m3.png
Scale bar: 20 microns.
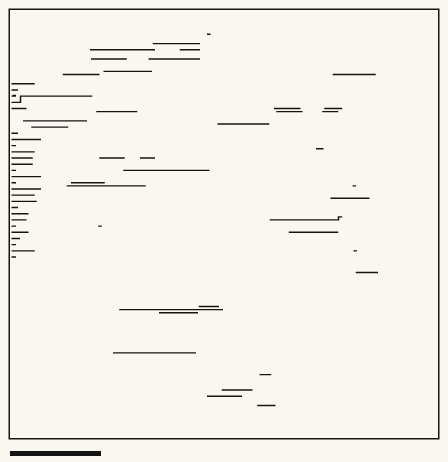
placed.png
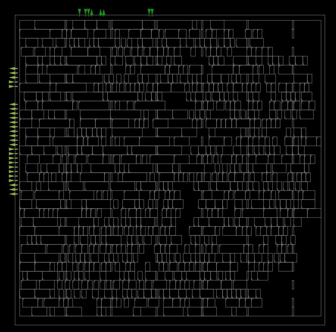
class_map.png
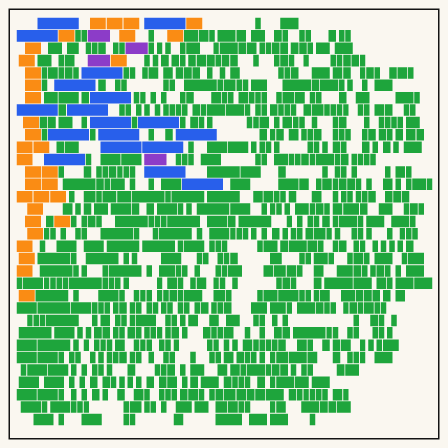
ff_map.png
Scale bar: 20 microns. Other sequential cells in the stronger grey, the rest of the logic in the fainter grey.
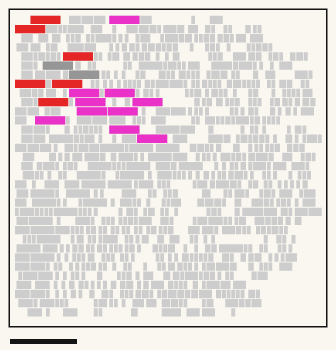
util_map.png
9 x 9 tiles, from white (low) to dark blue (high), 0 to 100% covered.
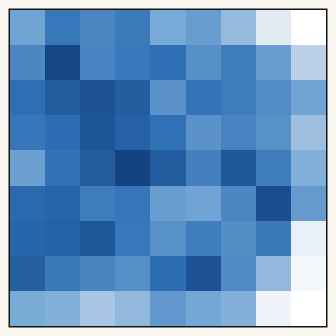
## config.mk

```make
export PLATFORM = sky130hd
export DESIGN_NAME = x_mod_stream
export DESIGN_NICKNAME = d
export VERILOG_FILES = /design/src/rtl/x_mod_stream.sv
export SDC_FILE = /design/constraint.sdc
export NUM_CORES = 1
export LEC_CHECK = 0
export ABC_AREA = 1
export CAP_MARGIN = 20
export CORE_UTILIZATION = 60
export CTS_BUF_LIST = sky130_fd_sc_hd__clkbuf_8 sky130_fd_sc_hd__clkbuf_16
export DETAILED_ROUTE_END_ITERATION = 8
export PLACE_DENSITY = 0.81
export REMOVE_ABC_BUFFERS = 1
export SYNTH_ARGS = -nofsm -noshare
export SYNTH_HDL_FRONTEND = slang
export SYNTH_SLANG_ARGS = --single-unit
```

## constraint.sdc

```tcl
create_clock -name clk -period 22 [get_ports clk]
set_clock_uncertainty 0.2 [all_clocks]
set_input_delay 4.4 -clock clk [delete_from_list [all_inputs] [get_ports clk]]
set_output_delay 4.4 -clock clk [all_outputs]
set_load 0.01 [all_outputs]
```

## src/rtl/x_mod_stream.sv

```systemverilog
// x_mod_stream: streaming residue X mod MOD over CW-bit chunks, MSB- or LSB-first
module x_mod_stream #(
  parameter int MOD        = 997,
  parameter int RW         = 10,
  parameter int CW         = 10,
  parameter int MAX_CHUNKS = 40,
  parameter int LSB_FIRST  = 0,
  localparam int NW        = $clog2(MAX_CHUNKS + 1)
) (
  input  logic          clk,
  input  logic          rst_n,
  input  logic          in_valid,
  output logic          in_ready,
  input  logic [CW-1:0] in_data,
  input  logic          in_last,
  output logic          out_valid,
  input  logic          out_ready,
  output logic [RW-1:0] out_r,
  output logic          out_ovf,
  output logic [NW-1:0] out_cnt
);
  localparam int DW = CW > RW ? CW : RW;
  localparam int PW = 2 * RW + 1;
  function automatic longint chunk_weight();
    longint k = 1;
    for (int i = 0; i < CW; i++) k = (k * 2) % MOD;
    return k;
  endfunction
  localparam logic [RW-1:0] K     = RW'(chunk_weight());
  localparam logic [DW-1:0] MOD_D = DW'(MOD);
  localparam logic [PW-1:0] MOD_P = PW'(MOD);
  typedef enum logic {ACC, DONE} state_t;
  state_t st, st_nxt;
  logic [RW-1:0] acc, w, d;
  logic [NW-1:0] cnt, cnt_inc;
  logic [PW-1:0] sum, w_prod;
  logic ovf, fire, take, full;
  assign in_ready  = st == ACC;
  assign out_valid = st == DONE;
  assign out_r     = acc;
  assign out_cnt   = cnt;
  assign out_ovf   = ovf;
  assign fire      = in_valid && in_ready;
  assign take      = out_valid && out_ready;
  assign cnt_inc   = cnt + 1'b1;
  assign full      = cnt_inc == NW'(MAX_CHUNKS);
  // chunk pre-reduced below MOD so every product fits in 2*RW bits plus a carry
  assign d         = RW'(DW'(in_data) % MOD_D);
  assign sum       = LSB_FIRST != 0 ? PW'(d) * PW'(w) + PW'(acc) : PW'(acc) * PW'(K) + PW'(d);
  assign w_prod    = PW'(w) * PW'(K);
  // next state: final or MAX_CHUNKS-th beat enters DONE, result handshake returns to ACC
  always_comb st_nxt = fire && (in_last || full) ? DONE : take ? ACC : st;
  // state register
  always_ff @(posedge clk or negedge rst_n)
    if (!rst_n) st <= ACC;
    else st <= st_nxt;
  // residue, positional weight, beat count and overflow flag
  always_ff @(posedge clk or negedge rst_n)
    if (!rst_n) begin
      acc <= '0;
      w   <= RW'(1);
      cnt <= '0;
      ovf <= 1'b0;
    end else if (take) begin
      acc <= '0;
      w   <= RW'(1);
      cnt <= '0;
      ovf <= 1'b0;
    end else if (fire) begin
      acc <= RW'(sum % MOD_P);
      w   <= RW'(w_prod % MOD_P);
      cnt <= cnt_inc;
      ovf <= full && !in_last;
    end
endmodule

```

==> impl_metrics.yaml <==
# generated from flow reports
routing:
  final_antenna_net_count: 0
  route.met3.wl_microns: 393
  top_layer: "met4"
  drt_pass1_iterations: 5
  drtIter0Drc: 265
  wl_per_cell_microns: 12.23
  route.met2.wl_microns: 5668
min_path:
  hold_path_class: "reg2reg"
  worstHoldEndpoint: "out_ovf"
  min_from: "out_ovf"
  whs_path_depth: 2
sta:
  fmax_mhz: 72.06
  hold_ws_ns: 0.3099
  grt_setup_unrepaired: "false"
  maxSlewViolCount: 0
critical_path:
  critPathKind: "in2reg"
  worstReg2RegEnd: "out_r[3]"
  reg2reg_slack_ns: 13.63
  end_kind: "flip-flop"
  worstSetupEndpoint: "out_r[3]"
  cp.depth: 57
  cpLargestDelayFamily: "simple AND/OR/NAND/NOR gates"
  max_stage_delay_ns: 0.63
  start_kind: "primary input"
  cp_slowest_cell: "a211oi_1"
  crit_fanout: 12
floorplan:
  pin_count: 34
synth:
  simple_gate_share_pct: 48.08
  yosysCellCount: 824
  ys_warn_count: 0
  synth-compound-area-share_pct: 7.083
  largest_area_cell: "nand2_1"
  top_logic_kind: "simple AND/OR/NAND/NOR gates"
  yosys-stat-area_sq_um: 5087
  post-synth-top-count-cell: "nand2_1"
  async_reset_ff_share_pct: 100.0
  synthMuxAreaShare_pct: 0
  area_leaders: "nand2_1 18%, inv_1 11%, ha_1 9.1%, fa_1 9.1%, dfrtp_1 8.9%"
  ys_sh_adder_pct: 18.15
grt:
  first_global_vias: 4855
  busiest_layer: "met2"
cells_and_area:
  num-nonclk-inverters: 177
  largest_reg_flops: 10
  nNonClkBuffers: 33
  clock_buffers: 4
  comb_area_share_pct: 70.73
  fillerInstances: 715
  final_cell_mix: "249 x nand2_1, 147 x inv_1, 85 x nand3_1"
place:
  placedInstanceArea_sq_um: 5528
  port-buffer-count: 33
  numPlacedInstances: 959
  post-place-ws_ns: 7.944
  routabilityCongestion: 0.9105
clocking:
  clkLatencyLatePin_ns: 0.26
  cts_tree: "done"
  h-tree-depth: 1
  cts_resized: 0
job:
  tool_warnings: 28
status:
  status: "complete, no violations"
-- m3.png (at the start) --
The layer holds 3.3% of the routed length. The longest straight run is 22.5 microns.
vias: 5012
WL final: 11780 microns
GR Util met3: 2.589%

-- placed.png (at the start) --
flop count: 18
Finished Layout Cells: 963

-- class_map.png (at the start) --
Green shows remaining logic cells, cells 803. Orange shows remaining buffers and delay cells, cells 33. Purple shows clock drivers and dummy loads, cells 4. Blue shows sequential cells, cells 18.
row count: 33
fin util: 67.95%
Final Cell Area: 5583 sq um
Seq/total area: 8.068%

-- ff_map.png (at the start) --
Red shows out_cnt, placed flops 6, where north-west. Magenta shows out_r, placed flops 10.
Another 2 sequential cells are not coloured.
Reg area: 450.4 sq um

-- util_map.png (at the start) --
2.5% of the tiles are nearly empty. The mean over all tiles is 62%. The fullest tile reaches 92%.
core area: 8217 sq um
Initial Utilization: 61.92%

